Fig. 1: run 1, the metal 3 layer
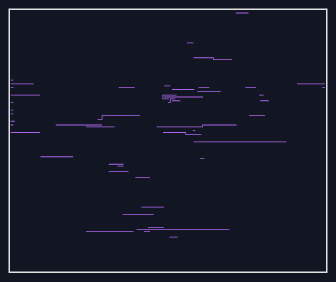
Fig. 2: run 1, signal metal coverage by tile
23 x 19 tiles, from black (low) to pale yellow (high), scaled to the fullest tile. Values are wire area over tile area, all layers added.
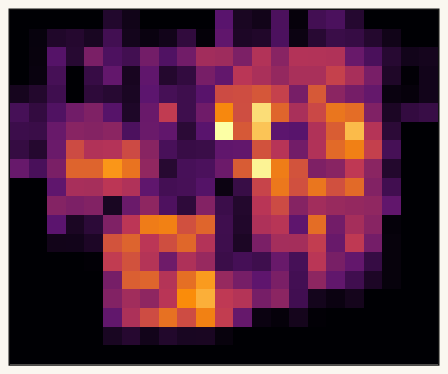
Fig. 3: run 1, I/O nets highlighted
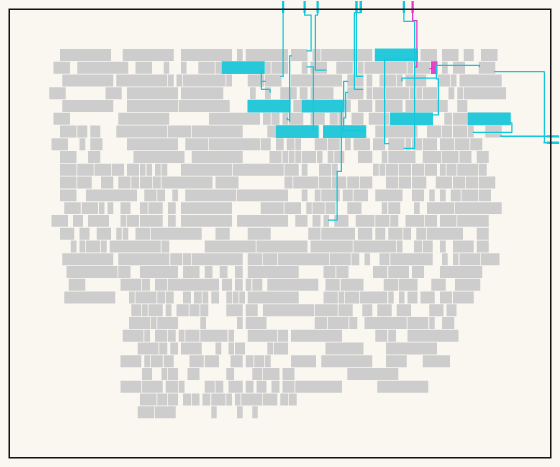
Fig. 4: run 1, sequential cells colored by netlist name
Other sequential cells in the stronger gray, the rest of the logic in the fainter gray.
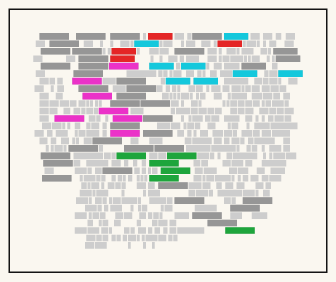
<file path="src/rtl/act_pkg.sv">
// Shared definitions for the activation unit.
//   act_mode_e      : run-time activation select carried with each beat.
//   act_exp         : real-valued exponential, used only while building the table.
//   act_tanh_entry  : one entry of the positive tanh half-table,
//                     round(tanh(k * 2^seg_bits / 2^frac_w) * 2^frac_w).
package act_pkg;

    typedef enum logic [1:0] {
        ACT_TANH    = 2'd0,
        ACT_SIGMOID = 2'd1,
        ACT_RELU    = 2'd2,
        ACT_BYPASS  = 2'd3
    } act_mode_e;

    // Argument is halved until small so a short Taylor series converges,
    // then the result is squared back up.
    function automatic real act_exp(input real y);
        real x;
        real r;
        real term;
        int  n;
        x = y;
        n = 0;
        while (x > 0.5) begin
            x = x / 2.0;
            n = n + 1;
        end
        r    = 1.0;
        term = 1.0;
        for (int j = 1; j <= 24; j++) begin
            term = term * x / $itor(j);
            r    = r + term;
        end
        for (int j = 0; j < n; j++) begin
            r = r * r;
        end
        return r;
    endfunction

    function automatic int act_tanh_entry(input int k, input int seg_bits, input int frac_w);
        real scale;
        real x;
        real e2;
        real th;
        scale = $itor(1 << frac_w);
        x     = $itor(k * (1 << seg_bits)) / scale;
        e2    = act_exp(2.0 * x);
        th    = (e2 - 1.0) / (e2 + 1.0);
        return $rtoi(th * scale + 0.5);
    endfunction

endpackage

</file>
<file path="src/rtl/act_tanh_rom.sv">
// Dual-read registered ROM holding the positive half of the tanh table.
// Contents are generated from act_pkg, so they track FRAC_W, LUT_AW and SEG_BITS.
// Ports:
//   clk  : rising-edge clock
//   en   : read enable; both outputs hold when low
//   addr : table index i
//   lo   : T[i]   (registered)
//   hi   : T[i+1] (registered)
module act_tanh_rom #(
    parameter int LUT_AW   = 6,
    parameter int FRAC_W   = 5,
    parameter int SEG_BITS = 1
) (
    input  logic              clk,
    input  logic              en,
    input  logic [LUT_AW-1:0] addr,
    output logic [FRAC_W:0]   lo,
    output logic [FRAC_W:0]   hi
);
    import act_pkg::*;

    localparam int DEPTH = (1 << LUT_AW) + 1;

    logic [FRAC_W:0] table_mem [DEPTH];

    for (genvar k = 0; k < DEPTH; k++) begin : g_entry
        assign table_mem[k] = (FRAC_W+1)'(act_tanh_entry(k, SEG_BITS, FRAC_W));
    end

    // One extra address bit so that i+1 reaches the closing entry T[2^LUT_AW].
    logic [LUT_AW:0] addr_lo;
    logic [LUT_AW:0] addr_hi;

    assign addr_lo = {1'b0, addr};
    assign addr_hi = addr_lo + (LUT_AW+1)'(1);

    always_ff @(posedge clk) begin
        if (en) begin
            lo <= table_mem[addr_lo];
            hi <= table_mem[addr_hi];
        end
    end

endmodule

</file>
<file path="src/rtl/activation_unit.sv">
// Streaming activation stage: tanh, sigmoid, ReLU or bypass per beat.
// Three register stages (decode, table read, interpolate/post) with a single
// global advance used as the stall enable for every stage.
// Ports:
//   clk, rst            : clock, asynchronous active-high reset
//   in_valid/in_ready   : input handshake
//   in_data             : signed pre-activation value, Q(DATA_W-FRAC_W).FRAC_W
//   in_mode             : 0 tanh, 1 sigmoid, 2 ReLU, 3 bypass
//   in_tag              : sideband tag, carried unchanged
//   out_valid/out_ready : output handshake
//   out_data            : signed activated value
//   out_tag             : tag of the beat in out_data
module activation_unit #(
    parameter int DATA_W = 8,
    parameter int FRAC_W = 5,
    parameter int LUT_AW = 6,
    parameter int TAG_W  = 4
) (
    input  logic                     clk,
    input  logic                     rst,
    input  logic                     in_valid,
    output logic                     in_ready,
    input  logic signed [DATA_W-1:0] in_data,
    input  logic [1:0]               in_mode,
    input  logic [TAG_W-1:0]         in_tag,
    output logic                     out_valid,
    input  logic                     out_ready,
    output logic signed [DATA_W-1:0] out_data,
    output logic [TAG_W-1:0]         out_tag
);
    import act_pkg::*;

    localparam int SEG_BITS = DATA_W - 1 - LUT_AW;
    localparam int FW       = (SEG_BITS > 0) ? SEG_BITS : 1;
    localparam int IW       = DATA_W + SEG_BITS + 1;
    localparam int MW       = DATA_W - 1;

    localparam logic signed [DATA_W-1:0] MIN_VAL   = {1'b1, {(DATA_W-1){1'b0}}};
    localparam logic [MW-1:0]            MAG_MAX   = '1;
    localparam logic [MW-1:0]            FRAC_MASK = MW'((1 << SEG_BITS) - 1);
    localparam logic signed [IW-1:0]     ONE       = IW'(1 << FRAC_W);

    // |a|, with the most negative code clamped instead of wrapping.
    function automatic logic [MW-1:0] sat_mag(input logic signed [DATA_W-1:0] a);
        logic signed [DATA_W-1:0] n;
        if (a == MIN_VAL) begin
            return MAG_MAX;
        end
        n = (a < 0) ? -a : a;
        return MW'(n);
    endfunction

    // Truncating linear interpolation between adjacent table entries.
    function automatic logic signed [IW-1:0] interp(input logic [FRAC_W:0] lo,
                                                    input logic [FRAC_W:0] hi,
                                                    input logic [FW-1:0]   frac);
        logic signed [IW-1:0] lo_s;
        logic signed [IW-1:0] hi_s;
        logic signed [IW-1:0] frac_s;
        logic signed [IW-1:0] step;
        lo_s   = IW'(lo);
        hi_s   = IW'(hi);
        frac_s = IW'(frac);
        step   = ((hi_s - lo_s) * frac_s) >>> SEG_BITS;
        return lo_s + step;
    endfunction

    // sigmoid(x) = (1 + tanh(x/2)) / 2, the halving of x was done at decode.
    function automatic logic signed [IW-1:0] sigmoid_post(input logic signed [IW-1:0] t);
        return (ONE + t) >>> 1;
    endfunction

    logic advance;

    logic                     vld_p0, vld_p1, vld_p2;
    act_mode_e                mode_p0, mode_p1;
    logic                     sgn_p0, sgn_p1;
    logic signed [DATA_W-1:0] raw_p0, raw_p1;
    logic [TAG_W-1:0]         tag_p0, tag_p1, tag_p2;
    logic [LUT_AW-1:0]        idx_p0;
    logic [FW-1:0]            frac_p0, frac_p1;
    logic [FRAC_W:0]          lo_p1, hi_p1;
    logic signed [DATA_W-1:0] data_p2;

    logic signed [DATA_W-1:0] arg_d;
    logic [MW-1:0]            mag_d;
    logic [LUT_AW-1:0]        idx_d;
    logic [FW-1:0]            frac_d;
    logic signed [IW-1:0]     y_d;
    logic signed [IW-1:0]     t_d;
    logic signed [DATA_W-1:0] res_d;

    assign advance   = !vld_p2 || out_ready;
    assign in_ready  = advance;
    assign out_valid = vld_p2;
    assign out_data  = data_p2;
    assign out_tag   = tag_p2;

    // ---- stage 0: decode ----
    always_comb begin
        arg_d  = (in_mode == ACT_SIGMOID) ? (in_data >>> 1) : in_data;
        mag_d  = sat_mag(arg_d);
        idx_d  = LUT_AW'(mag_d >> SEG_BITS);
        frac_d = FW'(mag_d & FRAC_MASK);
    end

    always_ff @(posedge clk) begin
        if (advance) begin
            mode_p0 <= act_mode_e'(in_mode);
            sgn_p0  <= in_data[DATA_W-1];
            raw_p0  <= in_data;
            tag_p0  <= in_tag;
            idx_p0  <= idx_d;
            frac_p0 <= frac_d;
        end
    end

    // ---- stage 1: table read ----
    act_tanh_rom #(
        .LUT_AW   (LUT_AW),
        .FRAC_W   (FRAC_W),
        .SEG_BITS (SEG_BITS)
    ) u_rom (
        .clk  (clk),
        .en   (advance),
        .addr (idx_p0),
        .lo   (lo_p1),
        .hi   (hi_p1)
    );

    always_ff @(posedge clk) begin
        if (advance) begin
            mode_p1 <= mode_p0;
            sgn_p1  <= sgn_p0;
            raw_p1  <= raw_p0;
            tag_p1  <= tag_p0;
            frac_p1 <= frac_p0;
        end
    end

    // ---- stage 2: interpolate and post-process ----
    always_comb begin
        y_d   = interp(lo_p1, hi_p1, frac_p1);
        t_d   = sgn_p1 ? -y_d : y_d;
        res_d = raw_p1;
        case (mode_p1)
            ACT_TANH:    res_d = DATA_W'(t_d);
            ACT_SIGMOID: res_d = DATA_W'(sigmoid_post(t_d));
            ACT_RELU:    res_d = sgn_p1 ? '0 : raw_p1;
            default:     res_d = raw_p1;
        endcase
    end

    always_ff @(posedge clk or posedge rst) begin
        if (rst) begin
            vld_p0  <= 1'b0;
            vld_p1  <= 1'b0;
            vld_p2  <= 1'b0;
            data_p2 <= '0;
            tag_p2  <= '0;
        end else if (advance) begin
            vld_p0  <= in_valid;
            vld_p1  <= vld_p0;
            vld_p2  <= vld_p1;
            data_p2 <= res_d;
            tag_p2  <= tag_p1;
        end
    end

endmodule

</file>
<file path="config.mk">
export PLATFORM = sky130hd
export DESIGN_NAME = activation_unit
export DESIGN_NICKNAME = d
export VERILOG_FILES = /design/src/rtl/act_pkg.sv /design/src/rtl/act_tanh_rom.sv /design/src/rtl/activation_unit.sv
export SDC_FILE = /design/constraint.sdc
export NUM_CORES = 1
export LEC_CHECK = 0
export CAP_MARGIN = 10
export CORE_ASPECT_RATIO = 0.8
export CORE_MARGIN = 8
export CORE_UTILIZATION = 54
export DETAILED_ROUTE_END_ITERATION = 16
export HOLD_SLACK_MARGIN = 0.15
export PLACE_DENSITY_LB_ADDON = 0.25
export REMOVE_ABC_BUFFERS = 1
export SLEW_MARGIN = 20
export SYNTH_ARGS = -nofsm -noshare
export SYNTH_HDL_FRONTEND = slang
export SYNTH_HIERARCHICAL = 1
export SYNTH_SLANG_ARGS = --single-unit
</file>
<file path="constraint.sdc">
create_clock -name clk -period 3.8 [get_ports clk]
set_input_delay 0.95 -clock clk [delete_from_list [all_inputs] [get_ports clk]]
set_output_delay 0.95 -clock clk [all_outputs]
set_load 0.02 [all_outputs]
</file>
==> results.sh, run 1 <==
# yosys + openroad results
export IMPL_ys_area_um2=4240
export IMPL_setup_viol=1
export IMPL_drcViolationCount=0
export IMPL_critPathLaunchType="flop"
export IMPL_violations="negative setup slack"
export IMPL_clockBufferDepth=2
export IMPL_antenna_cells=0
export IMPL_rsz0062_at_grt="true"
export IMPL_dominantRegCellSynth="edfxtp_1"
export IMPL_timing_rr_start="u_rom/hi[0]"
export IMPL_min_path_cells=0
export IMPL_synth_cells=414
export IMPL_num_fill_cells=607
export IMPL_path_cells="nand2b_4, fa_2, a21o_1, a211o_1, and3_4, ha_4, buf_6, nand4_1, buf_4, a31oi_4, o41ai_2, xor2_1, inv_1, ha_4, xnor2_2, xnor2_1, a211oi_2, o31ai_2"
export IMPL_cts_buffers=9
export IMPL_numPortBuffers=31
export IMPL_grt_pass1_wl_mm=15.2
export IMPL_startpoint="u_rom/hi[0]"
export IMPL_synth_edff_count=48
export IMPL_p_leak_nw=2.10
export IMPL_cp_required_ps=4020
export IMPL_cell_internal_pwr_mw=3.24
export IMPL_worstSkewPairLatency_ps=330
export IMPL_top_cells_by_count="nand2_1, edfxtp_1, a21oi_1"
export IMPL_switching_share_pct=41.3
export IMPL_r2r_end="out_data[6]"
export IMPL_worst_slack_ps=-84.4
export IMPL_nets=514
export IMPL_status="complete, but fails checks"
export IMPL_clk_pin_slew_ps=70
Back to the opening pictures, Fig. 1:
The layer holds 4.1% of the routed length. 43 nets have wire on it.

Back to the opening pictures, Fig. 2:
15% of the tiles are over half the peak. The fullest tile reaches 0.55. 28% of the tiles are nearly empty. The emptiest ninth of the die: south-east. The mean over all tiles is 0.13.

Back to the opening pictures, Fig. 3:
`out_data`: shown in cyan, bits 8, direction output, end cells 8, buffers 8, wire 298 um. `rst`: shown in magenta, bits 1, direction input, end cells 1, buffers 1, wire 14.1 um.

Back to the opening pictures, Fig. 4:
`out_tag`: shown in red, placed flops 4, where north. `out_data`: shown in cyan, placed flops 8. `raw_p0`: shown in magenta, placed flops 7. `u_rom/lo`: shown in green, placed flops 6, where center.

## run 1: area by class of cell
type | instances | area, um^2 | area share [%]
clock buffer | 9 | 124 | 2.37
clock inverter | 7 | 104 | 1.99
timing repair buffer | 61 | 539 | 10.3
inverter | 24 | 90.1 | 1.73
tap | 108 | 135 | 2.59
sequential | 63 | 1820 | 34.8
multi-input combinational | 308 | 2410 | 46.2
## run 1: state kept, by name, summed over array words and instances, names as in the netlist, 4 cells and up
signal    count
raw_p0        7
u_rom/hi      6
tag_p0        4
out_data      8
u_rom/lo      6
out_tag       4
raw_p1        7
idx_p0        6
tag_p1        4
## run 1: what timing repair did
| item | 4_1_cts | 5_1_grt |
|---|---|---|
| pin swaps | 6 | 16 |
| endpoints found under the setup margin | 3 | 3 |
| resized | 13 | 27 |
| setup buffers | 3 | 5 |
| hold endpoints to repair | 0 | 0 |
## run 1: kinds of logic (layout without fill, tap and decap cells)
kind of cell | after synthesis | count (layout) | share of synthesized area [%]
simple gates | 139 | 139 | 16.8
compound gates | 108 | 108 | 18.5
flops | 63 | 63 | 42.8
buf+inv | 43 | 101 | 4.84
fa+ha+maj | 29 | 29 | 8.91
xor+xnor | 21 | 21 | 5.22
mux | 11 | 11 | 2.89
## run 1: power by group through the flow
stage	clock network [mW]	registers (mW)	logic [mW]
floorplan	0	1.24	1.97
detailed placement	0	1.19	2.96
finish	0.653	1.20	3.67
global placement	0	1.18	2.89
global route	0.701	1.23	4.01
CTS	0.671	1.19	3.16
## run 1: per-layer routing
metal  wire (um)  vias to the layer above  track usage, %
met3         366                        7            3.29
met5           0                        -               0
met1        4170                     1553            23.7
li1            -                     1615               -
met4         109                        0            5.02
met2        4400                       86            27.0
==> run 1 -> run 2 <==
SETUP_SLACK_MARGIN = 0.1   (was default)
SKIP_CTS_REPAIR_TIMING = 1   (was default)
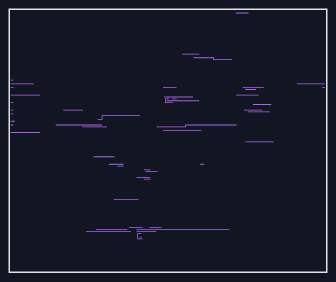
Fig. 5. The metal 3 layer (run 2).
43 nets have wire on it. The layer holds 4.1% of the routed length. The wires run mostly horizontal. The longest straight run is 33.6 um. The layer carries 362 um of wire.

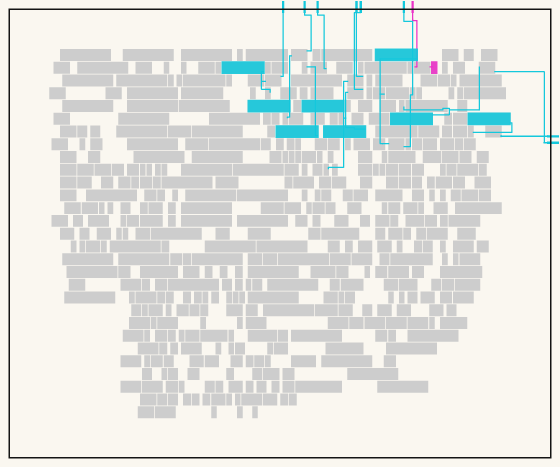
Fig. 6. I/O nets highlighted (run 2).
`rst`: shown in magenta, bits 1, direction input, end cells 1, buffers 1, wire 13.7 um. `out_data`: shown in cyan, bits 8, direction output, end cells 8, buffers 8, wire 288 um.

==> run 2 against run 1 <==
The run still ends with negative setup slack left. Register-to-register slack is essentially flat. Sequential power is essentially flat. Non-clock buffer count shrank 4. Routed wire length shrank 2.4%. Die size is the same. Area after synthesis is the same. Cell count shrank 0.69%. Core utilization shrank 1.5 points. Power shrank 5.2%. Critical path type unchanged.
==> results.sh, run 2 <==
# yosys + openroad results
export IMPL_clockBufferDepth=2
export IMPL_cp_required_ps=4050
export IMPL_violations="negative setup slack"
export IMPL_largest_reg_flops=8
export IMPL_powerClk_uw=654
export IMPL_cell_internal_pwr_mw=3.05
export IMPL_worst_slack_ps=-85.9
export IMPL_path_cells="nand2b_4, fa_2, buf_4, a211o_1, o211ai_2, buf_4, a21o_4, ha_1, nand3b_1, o22ai_1, nor2_2, xnor2_1, xor2_1, inv_1, ha_4, xnor2_2, xnor2_1, a211oi_2, o31ai_2"
export IMPL_p_leak_nw=2.07
export IMPL_grt_pass1_wl_mm=15.0
export IMPL_synth_cells=414
export IMPL_powerComb_mw=3.39
export IMPL_ys_area_um2=4240
export IMPL_rsz0062_at_grt="true"
export IMPL_top_cells_by_count="nand2_1, edfxtp_1, a21oi_1"
export IMPL_critPathLaunchType="flop"
export IMPL_synth_edff_count=48
export IMPL_status="complete, but fails checks"
export IMPL_antenna_cells=0
export IMPL_setup_viol=1
export IMPL_clk_pin_slew_ps=80
export IMPL_cts_buffers=9
## run 2: worst max-delay path by stage
stage	from	end	slack, ps	depth (start not counted)
after floorplan	out_ready	out_data[7]	-140	6
after global placement	u_rom/hi[0]	out_data[6]	-20	17
after detailed placement	u_rom/hi[0]	out_data[6]	-210	17
after CTS	u_rom/hi[0]	out_data[6]	-220	17
after global routing	u_rom/hi[0]	out_data[6]	-270	19
final	u_rom/hi[0]	out_data[6]	-90	19
## run 2: final cells by class
| class | instances | area, um^2 |
|---|---|---|
| inverter | 24 | 90.1 |
| timing repair buffer | 57 | 509 |
| sequential | 63 | 1820 |
| tap | 108 | 135 |
| clock inverter | 7 | 104 |
| fill | 621 | 2660 |
| clock buffer | 9 | 124 |
| multi-input combinational | 308 | 2320 |
## run 2: cells by family after synthesis
| group | count (synthesis) | synth area share, % |
|---|---|---|
| simple gates | 139 | 16.8 |
| mux | 11 | 2.89 |
| buf+inv | 43 | 4.84 |
| fa+ha+maj | 29 | 8.91 |
| flops | 63 | 42.8 |
| xor+xnor | 21 | 5.22 |
| compound gates | 108 | 18.5 |
## run 2: metal layers
| metal | vias to the layer above | part of all wire (%) | wire, um | track usage [%] |
|---|---|---|---|---|
| met3 | 9 | 4.1 | 361 | 3.29 |
| met2 | 85 | 48 | 4210 | 26.2 |
| li1 | 1603 | - | - | - |
| met5 | - | 0 | 0 | 0 |
| met4 | 0 | 0.97 | 86 | 5.02 |
| met1 | 1576 | 47 | 4170 | 23.5 |
## run 2: worst reg2reg max path, delay by kind of cell, from the launching register on
kind / cells / cell delay [ps]
AND-OR/OR-AND: 6 / 920
XOR/XNOR: 4 / 860
adder cells (fa/ha/maj): 3 / 840
AND/OR/NAND/NOR: 3 / 440
buffers and inverters: 3 / 380
flip-flops: 1 / 350
Power and IR drop assume default switching activity.
